File: config.mk
export PLATFORM = sky130hd
export DESIGN_NAME = pipeline_hazard_ctrl
export DESIGN_NICKNAME = d
export VERILOG_FILES = /design/src/rtl/rv_pipe_pkg.sv /design/src/rtl/hazard_detect.sv /design/src/rtl/pipeline_hazard_ctrl.sv
export SDC_FILE = /design/constraint.sdc
export NUM_CORES = 1
export LEC_CHECK = 0
export ABC_AREA = 0
export CORE_AREA = 10 10 75 77
export CTS_CLUSTER_DIAMETER = 50
export DETAILED_ROUTE_END_ITERATION = 10
export DIE_AREA = 0 0 85 87
export GPL_TIMING_DRIVEN = 1
export PLACE_DENSITY = 0.85
export SETUP_SLACK_MARGIN = 0.15
export SLEW_MARGIN = 20
export SYNTH_ARGS = -nofsm -noshare
export SYNTH_HDL_FRONTEND = slang
export SYNTH_HIERARCHICAL = 1
export SYNTH_SLANG_ARGS = --single-unit
File: constraint.sdc
create_clock -name CLK -period 7.1 [get_ports CLK]
set_clock_uncertainty 0.1 [all_clocks]
set_input_delay 2.13 -clock CLK [delete_from_list [all_inputs] [get_ports CLK]]
set_output_delay 2.13 -clock CLK [all_outputs]
set_load 0.02 [all_outputs]
File: src/rtl/rv_pipe_pkg.sv
// Shared definitions for the RV32IM pipeline control blocks: FSM state
// encoding, register-address width and the hard-wired zero register.
package rv_pipe_pkg;

    typedef enum logic {
        ST_RUN    = 1'b0,
        ST_MULDIV = 1'b1
    } pipe_state_e;

    localparam int REG_ADDR_W = 5;

    localparam logic [REG_ADDR_W-1:0] REG_X0 = '0;

endpackage

File: src/rtl/hazard_detect.sv
// Load-use comparator: flags an ID instruction that reads the register a load
// in EX is about to write. x0 never creates a dependency.
module hazard_detect
    import rv_pipe_pkg::*;
#(
    parameter int AW = 5
) (
    input  logic [AW-1:0] ID_RS1,
    input  logic [AW-1:0] ID_RS2,
    input  logic          ID_USES_RS1,
    input  logic          ID_USES_RS2,
    input  logic [AW-1:0] EX_RD,
    input  logic          EX_MEMREAD,
    output logic          LOAD_USE
);

    logic rs1_hit;
    logic rs2_hit;

    assign rs1_hit  = ID_USES_RS1 && (ID_RS1 == EX_RD);
    assign rs2_hit  = ID_USES_RS2 && (ID_RS2 == EX_RD);
    assign LOAD_USE = EX_MEMREAD && (EX_RD != AW'(REG_X0)) && (rs1_hit || rs2_hit);

endmodule

File: src/rtl/pipeline_hazard_ctrl.sv
// Stall/flush sequencer for the five-stage pipeline: data-memory freeze,
// multi-cycle DIV/REM hold, branch flush, load-use stall and fetch busywait.
module pipeline_hazard_ctrl
    import rv_pipe_pkg::*;
#(
    parameter int MULDIV_LAT = 4,
    parameter int REG_ADDR_W = rv_pipe_pkg::REG_ADDR_W
) (
    input  logic                  CLK,
    input  logic                  RESET,
    input  logic                  IMEM_BUSYWAIT,
    input  logic                  DMEM_BUSYWAIT,
    input  logic [REG_ADDR_W-1:0] ID_RS1,
    input  logic [REG_ADDR_W-1:0] ID_RS2,
    input  logic                  ID_USES_RS1,
    input  logic                  ID_USES_RS2,
    input  logic                  ID_MULDIV,
    input  logic [REG_ADDR_W-1:0] EX_RD,
    input  logic                  EX_MEMREAD,
    input  logic                  EX_BRANCH_TAKEN,
    output logic                  PC_HOLD,
    output logic                  IF_ID_HOLD,
    output logic                  IF_ID_FLUSH,
    output logic                  ID_EX_HOLD,
    output logic                  ID_EX_BUBBLE,
    output logic                  EX_MEM_HOLD,
    output logic                  EX_MEM_BUBBLE,
    output logic                  MEM_WB_HOLD,
    output logic                  MULDIV_BUSY,
    output logic [31:0]           STALL_CNT
);

    // Entering MULDIV with CNT=LAT-2 gives LAT-1 held cycles in EX.
    localparam logic [3:0] CNT_INIT = (MULDIV_LAT > 1) ? 4'(MULDIV_LAT - 2) : 4'd0;

    pipe_state_e state_q, state_d;
    logic [3:0]  cnt_q, cnt_d;
    logic [31:0] stall_cnt;
    logic        load_use;

    hazard_detect #(.AW(REG_ADDR_W)) u_hazard_detect (
        .ID_RS1      (ID_RS1),
        .ID_RS2      (ID_RS2),
        .ID_USES_RS1 (ID_USES_RS1),
        .ID_USES_RS2 (ID_USES_RS2),
        .EX_RD       (EX_RD),
        .EX_MEMREAD  (EX_MEMREAD),
        .LOAD_USE    (load_use)
    );

    always_ff @(posedge CLK or posedge RESET) begin
        if (RESET) begin
            state_q <= ST_RUN;
            cnt_q   <= 4'd0;
        end else begin
            state_q <= state_d;
            cnt_q   <= cnt_d;
        end
    end

    always_comb begin
        state_d       = state_q;
        cnt_d         = cnt_q;
        PC_HOLD       = 1'b0;
        IF_ID_HOLD    = 1'b0;
        IF_ID_FLUSH   = 1'b0;
        ID_EX_HOLD    = 1'b0;
        ID_EX_BUBBLE  = 1'b0;
        EX_MEM_HOLD   = 1'b0;
        EX_MEM_BUBBLE = 1'b0;
        MEM_WB_HOLD   = 1'b0;
        if (DMEM_BUSYWAIT) begin
            PC_HOLD     = 1'b1;
            IF_ID_HOLD  = 1'b1;
            ID_EX_HOLD  = 1'b1;
            EX_MEM_HOLD = 1'b1;
            MEM_WB_HOLD = 1'b1;
        end else if (state_q == ST_MULDIV) begin
            PC_HOLD    = 1'b1;
            IF_ID_HOLD = 1'b1;
            ID_EX_HOLD = 1'b1;
            // The final MULDIV cycle lets the quotient/remainder into EX/MEM.
            if (cnt_q != 4'd0) begin
                EX_MEM_BUBBLE = 1'b1;
                cnt_d         = cnt_q - 4'd1;
            end else begin
                state_d = ST_RUN;
            end
        end else if (EX_BRANCH_TAKEN) begin
            IF_ID_FLUSH  = 1'b1;
            ID_EX_BUBBLE = 1'b1;
        end else if (load_use) begin
            PC_HOLD      = 1'b1;
            IF_ID_HOLD   = 1'b1;
            ID_EX_BUBBLE = 1'b1;
        end else begin
            if (IMEM_BUSYWAIT) begin
                PC_HOLD     = 1'b1;
                IF_ID_FLUSH = 1'b1;
            end
            if (ID_MULDIV && (MULDIV_LAT > 1)) begin
                state_d = ST_MULDIV;
                cnt_d   = CNT_INIT;
            end
        end
    end

    always_ff @(posedge CLK or posedge RESET) begin
        if (RESET) begin
            stall_cnt <= 32'd0;
        end else if (PC_HOLD && (stall_cnt != 32'hFFFF_FFFF)) begin
            stall_cnt <= stall_cnt + 32'd1;
        end
    end

    assign MULDIV_BUSY = (state_q == ST_MULDIV);
    assign STALL_CNT   = stall_cnt;

endmodule

==> impl_metrics.env, run 1 <==
# yosys + openroad results
export IMPL_status="finished, final reports clean"
export IMPL_aoi_share=0.08096
export IMPL_powerSeq_w=0.000287
export IMPL_hpwl_um=4133
export IMPL_fp_util=0.4781
export IMPL_top_cells_by_area="dfrtp_1, xnor2_1, xor2_1"
export IMPL_ys_seq_frac=0.4574
export IMPL_synth_main_ff_cell="dfrtp_1"
export IMPL_slew_viol_final=0
export IMPL_critPathTopFamily="buffers and inverters"
export IMPL_crit_fanout=3
export IMPL_layout_drive_gt1_share=0.07463
export IMPL_path_common_cell="clkdlybuf4s50_1"
export IMPL_holdWs_ns=0.3952
export IMPL_hold_path_class="register to register"
export IMPL_pin_count=65
export IMPL_ys_warnings_count=6
export IMPL_layout_nonclk_buf_frac=0.2310
export IMPL_numCtsBuffers=5
export IMPL_top_area_cell="dfrtp_1"
export IMPL_synth_seq_cells=37
export IMPL_cts_resized=0
export IMPL_port_buffers=64
export IMPL_leakage_nw=1.199
export IMPL_r2r_start="STALL_CNT[10]"
export IMPL_setup_violations_final=0
export IMPL_cap_violations=0
export IMPL_crit_path_start="EX_RD[1]"
export IMPL_power_total_w=0.0006942
export IMPL_ctsHoldBuffers=0
export IMPL_ys_chip_area_mm2=0.002024
export IMPL_synthTopLogicFamily="simple AND/OR/NAND/NOR gates"
export IMPL_cts_root_buf="clkbuf_8"
export IMPL_fin_setup_tns_ns=0
export IMPL_n_fill_cell=348
export IMPL_area_sequential_um2=925.9
export IMPL_fin_area_mm2=0.002816
export IMPL_swShare=0.3605
export IMPL_nNonClkInverters=8
export IMPL_stdcell_count=320
export IMPL_yosysUniqueCellTypes=37
export IMPL_max_clock_path_buffers=2
export IMPL_p_int_w=0.0004440
export IMPL_min_delay_start="STALL_CNT[13]"
export IMPL_n_all_buffers=65
export IMPL_seq_share=0.3287
export IMPL_crit_path_start_kind="input port"
export IMPL_path_cells="clkdlybuf4s50_1, xor2_1, nor4_1, nand3_1, a21oi_1, inv_1, o21ai_0, clkdlybuf4s50_1"
export IMPL_grtUsageTotal=0.1467
export IMPL_combGateArea_mm2=0.001049
export IMPL_ant_nets=0
export IMPL_p_switching_w=0.0002502
export IMPL_ys_sh_xor=0.1557
export IMPL_post_dp_cell_area_mm2=0.002718
export IMPL_pwr_share_comb=0.362
export IMPL_die_x_um=85
export IMPL_synthSimpleGateAreaFrac=0.2577
export IMPL_log_warning_count=26
export IMPL_grt_max_degree=38
export IMPL_p_clk_w=0.000156
export IMPL_endpoint_kind="primary output"
export IMPL_top_cell_area_share=0.4574
export IMPL_clock_cell_area_share=0.03421
export IMPL_synthCells=198
export IMPL_dr_total_vias=1747
export IMPL_grt_ovfl_total=0
export IMPL_place_congestion=0.8213
export IMPL_relSlewSlack=0.5531
export IMPL_drt_pass1_iterations=4
export IMPL_comb_area_frac=0.3723
export IMPL_viasPerCell=5.459
export IMPL_clk_pin_slew_ns=0.08
export IMPL_die_y_um=87
export IMPL_async_flop_share=1.000
export IMPL_post_drt_wl_per_cell_um=16.62
export IMPL_path_buffers=3
export IMPL_cts_tree="built"
export IMPL_fp_nets=224
export IMPL_antenna_found_initial=0
export IMPL_ys_cells=198
export IMPL_cts_setup_buffers=0
export IMPL_fin_nets=293
export IMPL_worst_slew_pin_transition_ns=0.6680
export IMPL_drcViolationCount=0
export IMPL_ys_sh_adder=0.01236
export IMPL_grt_pass1_vias=1745
export IMPL_layout_setup_ws_ns=0.4169
export IMPL_finalHoldViolCount=0
export IMPL_rows=24
export IMPL_tapCellCount=52
==> run 1: cells in the mapped netlist (all sizes together) (2+ instances only) <==
library cell  instances
xnor2                20
inv                   8
xor2                 16
nor2                 11
ha                    2
nand4                12
nor4                  4
a21oi                 5
mux2                  2
and2                  3
dfrtp                37
nor3                  5
and3                  9
nand3                16
nand2                16
and4                  5
o21ai                 6
or4                   2
o21a                  2
buf                   3
==> run 1: path summary, 6_finish.rpt <==
kind,end,slack (ns),cells past startpoint
hold reg to reg,STALL_CNT[13],0.40,1
hold / removal,STALL_CNT[13],0.40,1
min in group asynchronous,STALL_CNT[20],2.15,3
setup / recovery,IF_ID_HOLD,0.42,8
setup reg to reg,STALL_CNT[21],4.83,5
max in group asynchronous,STALL_CNT[6],4.42,3
==> run 1: registers in the layout, indices dropped and copies added, names as in the netlist <==
signal       count
cnt_q            4
MULDIV_BUSY      1
STALL_CNT       32
==> run 1: worst register-to-register path, delay by kind of cell (launching register included) <==
kind	cells	cell delay, ns
AND-OR/OR-AND	1	0.73
XOR/XNOR	1	0.17
flip-flops	1	0.46
AND/OR/NAND/NOR	3	0.69
==> run 1: placed cells by master, fill, tap and decap left out, types with 2 or more instances in the layout <==
master and n:
and3_1 9, nor2_1 11, nor3_1 5, clkdlybuf4s50_1 63, nand4_1 12, mux2_2 2
and2_1 3, clkbuf_8 6, nor4_2 2, nand3_1 16, ha_1 2, nor4_1 2
o21a_1 2, and4_1 5, inv_1 8, dfrtp_1 37, a21oi_1 5, or4_1 2
xnor2_1 20, nand2_1 16, xor2_1 16, o21ai_0 5
==> run 1: layer usage <==
layer  GRT usage  wire length [um]  vias up
met5           0                 0        -
met3     0.05337               323        5
met2      0.2425              2692       37
met4     0.02695                41        0
li1            -                 -      842
met1      0.1799              2259      863
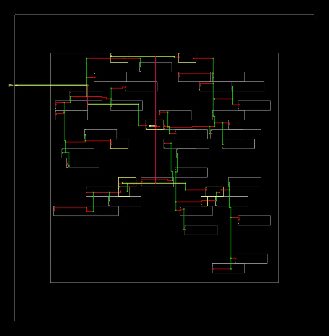
*Clock nets, run 1*
Clock Buffer Count: 6
Flops: 37
CTS sink cnt: 37
Clock Latency Late Sink: 0.29 ns

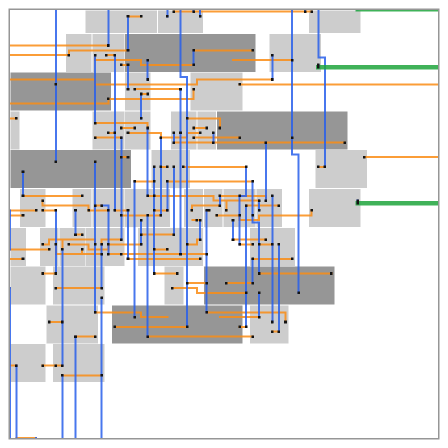
*A small window of the routed layout, run 1*
Region (49, 7) to (79, 37) um. Cells in grey, sequential cells in the stronger grey; small squares are vias.
M2: shown in blue. M3: shown in green. M1: shown in orange.
41 logic cells have their middle in the window. Most frequent: clkdlybuf4s50_1 (10), dfrtp_1 (6), o21ai_0 (4). Sequential cells in the window: 6. Netlist names of flops here include `cnt_q` (4).

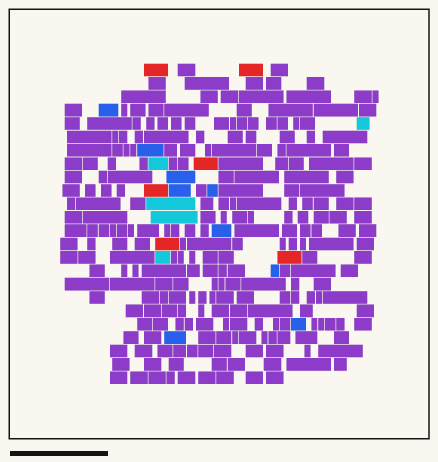
*Cell sizes after repair, run 1*
Bar = 20 um.
x2: shown in blue, cells 9. x1 and smaller: shown in purple, cells 248, most used clkdlybuf4s50_1. x3 and x4: shown in cyan, cells 5. x6 and larger: shown in red, cells 6, most used clkbuf_8.

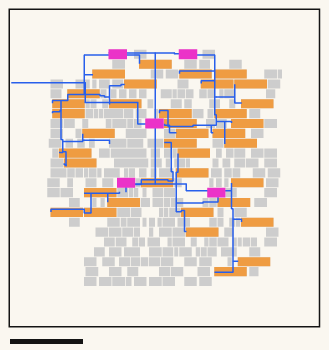
*Clock distribution, run 1*
Bar = 20 um.
clock-net drivers: shown in magenta, count 5. flip-flops: shown in orange, count 37. clock wires: shown in blue, length 465 um.
There are 6 routed clock nets.

==> run 2, diff against run 1 <==
Settings changed: CTS_BUF_LIST set to sky130_fd_sc_hd__clkbuf_8.
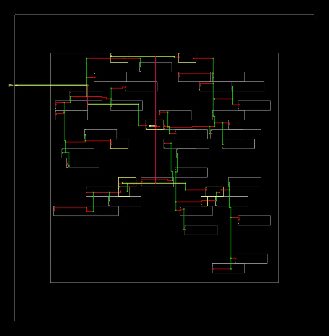
*Clock nets, run 2*
clock group power: 0.000156 W
total CTS buffers: 5

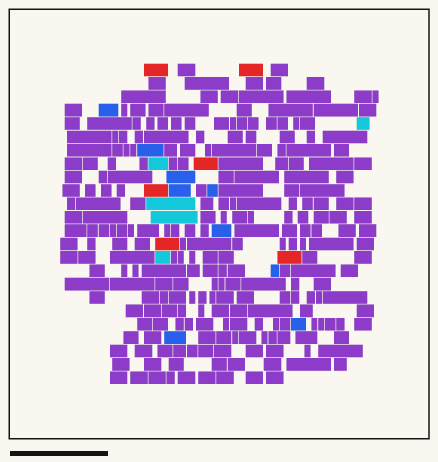
*Cell sizes after repair, run 2*
Bar = 20 um.
x3 and x4: shown in cyan, cells 5. x6 and larger: shown in red, cells 6, most used clkbuf_8. x1 and smaller: shown in purple, cells 248, most used clkdlybuf4s50_1. x2: shown in blue, cells 9.

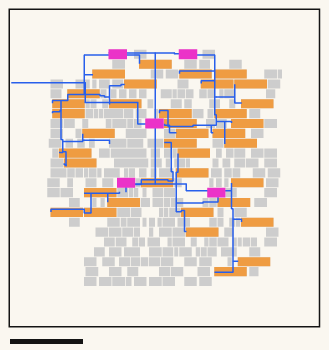
*Clock distribution, run 2*
Bar = 20 um.
clock wires: shown in blue, length 465 um. flip-flops: shown in orange, count 37. clock-net drivers: shown in magenta, count 5.
There are 6 routed clock nets.

==> run 2 against run 1 <==
Net effect:
- sequential share of layout area is the same
- die area is the same
- synthesized area is the same
- cell area is the same
- fmax is the same
- wire length is the same
- worst hold slack is the same
- register-to-register slack is essentially flat
- first-iteration DRC count is the same
- synthesized cell count is the same
- global-route usage is the same
- largest power group unchanged
- clock power is essentially flat
==> impl_metrics.env, run 2 <==
# yosys + openroad results
export IMPL_status="finished, final reports clean"
export IMPL_max_clock_path_buffers=2
export IMPL_grtUsageTotal=0.1467
export IMPL_endpoint_kind="primary output"
export IMPL_layout_drive_gt1_share=0.07463
export IMPL_crit_path_start_kind="input port"
export IMPL_layout_setup_ws_ns=0.4169
export IMPL_die_x_um=85
export IMPL_fin_area_mm2=0.002816
export IMPL_place_congestion=0.8213
export IMPL_dr_wl_met2_um=2692
export IMPL_ctsHoldBuffers=0
export IMPL_power_total_w=0.0006942
export IMPL_synthCells=198
export IMPL_ys_cells=198
export IMPL_top_layer="met4"
export IMPL_synthTopCellsByCount="dfrtp_1, xnor2_1, nand2_1, nand3_1, xor2_1"
export IMPL_cts_sinks=37
export IMPL_async_flop_share=1.000
export IMPL_p_int_w=0.0004440
export IMPL_clk_pin_slew_ns=0.08
export IMPL_ys_seq_frac=0.4574
export IMPL_layout_top_cell="clkdlybuf4s50_1"
export IMPL_port_buffers=64
export IMPL_finalHoldViolCount=0
export IMPL_fin_nets=293
export IMPL_lay_top_cells="clkdlybuf4s50_1, dfrtp_1, xnor2_1"
export IMPL_setup_violations_final=0
export IMPL_hpwl_um=4133
export IMPL_slew_viol_final=0
export IMPL_crit_fanout=3
export IMPL_worst_slew_pin_transition_ns=0.6680
export IMPL_synth_seq_cells=37
export IMPL_ys_chip_area_mm2=0.002024
export IMPL_leakage_nw=1.199
export IMPL_yosysMostFrequentCell="dfrtp_1"
export IMPL_viasPerCell=5.459
export IMPL_top_usage_layer="met2"
-- run 2: cell counts after synthesis --
No cell type changed its count.
-- run 2: worst min path at each step --
| stage | to | slack (ns) | cells past startpoint | from |
|---|---|---|---|---|
| 2_1_floorplan | cnt_q[3] | 0.39 | 1 | cnt_q[3] |
| 3_3_place_gp | STALL_CNT[15] | 0.38 | 1 | STALL_CNT[15] |
| 3_5_place_dp | STALL_CNT[31] | 0.39 | 1 | STALL_CNT[31] |
| 4_1_cts | STALL_CNT[13] | 0.40 | 1 | STALL_CNT[13] |
| 5_1_grt | STALL_CNT[13] | 0.41 | 1 | STALL_CNT[13] |
| 6_report | STALL_CNT[13] | 0.40 | 1 | STALL_CNT[13] |
-- run 2: worst max-delay path, delay by kind of cell --
kind            cells  cell delay, ns
simple gates        2            0.44
compound gates      2            0.47
xor+xnor            1            0.21
buf+inv             3            1.20
-- run 2: timing repair --
action                                  in CTS  in global routing
resized                                      0                  1
setup buffers                                0                  0
endpoints found under the setup margin       0                  1
-- run 2: logic make-up after synthesis --
| group | share of synthesized area |
|---|---|
| AND/OR/NAND/NOR | 0.2577 |
| flip-flops | 0.4574 |
| XOR/XNOR | 0.1557 |
| AND-OR/OR-AND | 0.08097 |
| buffers and inverters | 0.02472 |
| multiplexers | 0.01112 |
| adder cells (fa/ha/maj) | 0.01236 |
-- run 2: area by class of cell --
cell class	count	area, um2	share of cell area
inverters	8	30.03	0.01066
clock inverters	2	13.76	0.004887
multi-input cells	150	1049	0.3723
repair buffers	65	650.6	0.2310
flip-flops and latches	37	925.9	0.3287
well taps	52	65.06	0.02310
clock buffers	6	82.58	0.02932
==> run 3, diff against run 2 <==
Settings changed: CORE_AREA 10 10 75 77 to 10 10 83 70, DIE_AREA 0 0 85 87 to 0 0 93 80.
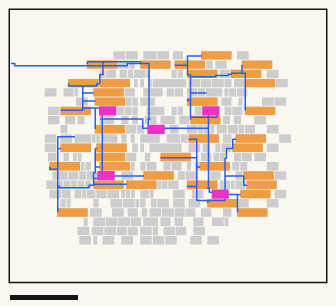
*Clock distribution, run 3*
Bar = 20 um.
clock-net drivers: shown in magenta, count 5. flip-flops: shown in orange, count 37. clock wires: shown in blue, length 456 um.
There are 6 routed clock nets.

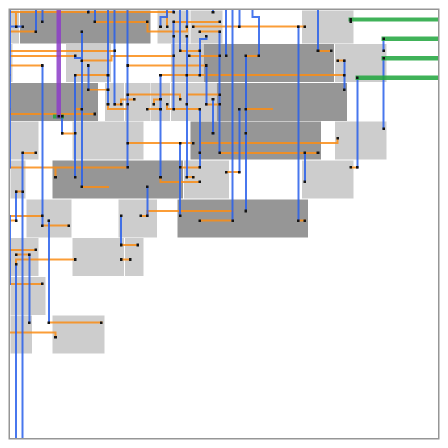
*A small window of the routed layout, run 3*
Region (55, 5) to (85, 35) um. Cells in grey, sequential cells in the stronger grey; small squares are vias.
M4: shown in purple. M3: shown in green. M1: shown in orange. M2: shown in blue.
Most frequent: clkdlybuf4s50_1 (8), dfrtp_1 (7), xor2_1 (4). 29 logic cells have their middle in the window. Sequential cells in the window: 7. Netlist names of flops here include `STALL_CNT` (7).

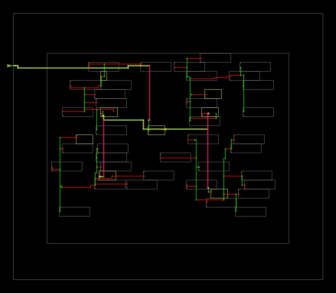
*Clock nets, run 3*
clock group power: 0.000161 W
Clock Buffer Count: 7

==> run 3 against run 2 <==
Net effect:
- register-to-register slack got worse by 0.03 ns
- setup slack better by 0.018 ns
- cell count is 1.6% higher
- global-route usage shrank 0.59 points
- sequential share of layout area fell by 0.13 points
- sequential cell count did not move
- synthesized cell count did not move
- synthesized area unchanged
- die area is 0.61% higher
- sequential power barely moved
==> impl_metrics.env, run 3 <==
# yosys + openroad results
export IMPL_syn_to_final_growth_pct=39.68
export IMPL_critical_path_class="input port to primary output"
export IMPL_layout_drive_gt1_share=0.07463
export IMPL_antenna_found_initial=0
export IMPL_endpoint_kind="primary output"
export IMPL_hpwl_um=4084
export IMPL_lay_top_cells="clkdlybuf4s50_1, dfrtp_1, xnor2_1"
export IMPL_synthCells=198
export IMPL_crit_path_start_kind="input port"
export IMPL_arrival_ns=4.43
export IMPL_worst_slew_pin_transition_ns=0.7064
export IMPL_combGateArea_mm2=0.001049
export IMPL_path_common_cell="clkdlybuf4s50_1"
export IMPL_slew_viol_final=0
export IMPL_first_iter_violations=73
export IMPL_dieArea_mm2=0.007440
export IMPL_grt_pass1_wl_um=8404
export IMPL_fin_nets=293
export IMPL_cts_root_buf="clkbuf_8"
export IMPL_htree_levels=2
export IMPL_power_total_w=0.0006979
export IMPL_layout_top_cell="clkdlybuf4s50_1"
export IMPL_place_congestion=0.8204
export IMPL_crit_fanout=3
export IMPL_max_clock_path_buffers=2
export IMPL_holdWs_ns=0.3923
export IMPL_ys_chip_area_mm2=0.002024
export IMPL_synth_seq_cells=37
export IMPL_setup_violations_final=0
export IMPL_async_flop_share=1.000
export IMPL_drcViolationCount=0
export IMPL_yosysMostFrequentCell="dfrtp_1"
export IMPL_area_sequential_um2=925.9
export IMPL_path_buffers=3
export IMPL_synth_area_mm2=0.002024
export IMPL_critPathTopFamily="buffers and inverters"
export IMPL_ant_nets=0
export IMPL_grtUsageTotal=0.1408
export IMPL_cts_setup_buffers=0
export IMPL_leakage_nw=1.202
export IMPL_yosysUniqueCellTypes=37
export IMPL_ys_seq_frac=0.4574
export IMPL_die_y_um=80
export IMPL_cts_sinks=37
export IMPL_numCtsBuffers=5
export IMPL_ir_drop_mv=0.2570
export IMPL_clk_pin_slew_ns=0.07
export IMPL_hold_depth=1
export IMPL_ys_cells=198
export IMPL_n_fill_cell=326
export IMPL_die_x_um=93
export IMPL_synthTopCellsByCount="dfrtp_1, xnor2_1, nand2_1, nand3_1, xor2_1"
export IMPL_ctsHoldBuffers=0
export IMPL_power_density_mw_per_mm2=246.8
export IMPL_cts_resized=0
export IMPL_grt_ovfl_total=0
export IMPL_finalCriticalPeriod_ns=6.665
export IMPL_fin_setup_tns_ns=0
export IMPL_finalHoldViolCount=0
export IMPL_largest_reg_flops=32
export IMPL_min_delay_start="STALL_CNT[15]"
export IMPL_log_warning_count=26
export IMPL_min_to="STALL_CNT[15]"
export IMPL_worstReg2RegEnd="STALL_CNT[13]"
export IMPL_port_buffers=64
export IMPL_grt_max_degree=38
export IMPL_viasPerCell=5.231
export IMPL_r2r_slack_ns=4.80
export IMPL_status="finished, final reports clean"
## run 3: cell counts after synthesis
No cell type changed its count.
## run 3: kinds of logic after synthesis
| group | count (synthesis) | share of synthesized area |
|---|---|---|
| compound gates | 19 | 0.08097 |
| flops | 37 | 0.4574 |
| fa+ha+maj | 2 | 0.01236 |
| mux | 2 | 0.01112 |
| xor+xnor | 36 | 0.1557 |
| simple gates | 91 | 0.2577 |
| buf+inv | 11 | 0.02472 |
## run 3: metrics by stage
step,cells,util,area (um2),worst slack (ns)
after floorplan,198,-,2024,1.187
after global placement,317,0.6561,2724,0.2972
after detailed placement,317,0.6561,2724,0.1584
after CTS,325,0.6805,2825,0.1546
after global routing,325,0.6811,2828,0.2779
final,325,0.6811,2828,0.4354
## run 3: area by class of cell
type | count | area share
repair buffers | 65 | 0.2301
clock inverters | 1 | 0.001770
multi-input cells | 150 | 0.3708
flip-flops and latches | 37 | 0.3274
inverters | 8 | 0.01062
clock buffers | 7 | 0.03407
well taps | 57 | 0.02522
## run 3: routing by layer
layer  GRT usage  wire (um)  vias up
li1            -          -      842
met1      0.1584       2277      815
met4     0.05077         55        0
met2      0.2455       2698       36
met5           0          0        -
met3     0.04417        254        7
## run 3: worst max path at each step
stage               depth (start not counted)     start           to
global placement                            9  EX_RD[1]      PC_HOLD
global route                                8  EX_RD[1]   IF_ID_HOLD
detailed placement                          9  EX_RD[1]      PC_HOLD
CTS                                         9  EX_RD[1]      PC_HOLD
floorplan                                   7  EX_RD[0]  IF_ID_FLUSH
finish                                      8  EX_RD[1]   IF_ID_HOLD
## run 3: report_power, final
part	internal, W	switching [W]	leakage [nW]
combinational	0.000119	0.000129	0.660
clock	0.0000877	0.0000734	0.0542
sequential	0.000246	0.0000426	0.488
total	0.000453	0.000245	1.20

==> gallery <==
Sequential cells coloured by netlist name.
Bar = 20 um. Other sequential cells in the stronger grey, the rest of the logic in the fainter grey.
image #1
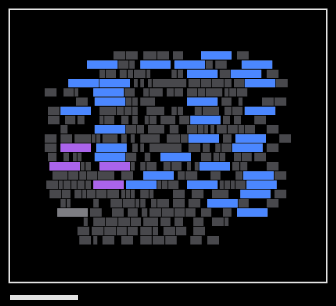
image #2
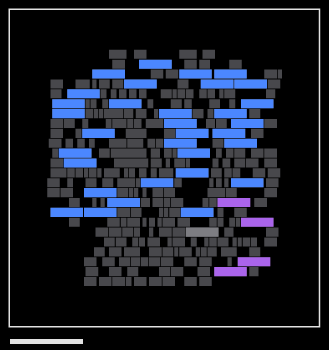
Image #1 is run 3.
Image #2 is run 2.

Key to image #1:
`STALL_CNT`: shown in blue, placed flops 32. `cnt_q`: shown in purple, placed flops 4, where west.
Another 1 sequential cells are not coloured.

Power and IR drop assume default switching activity.
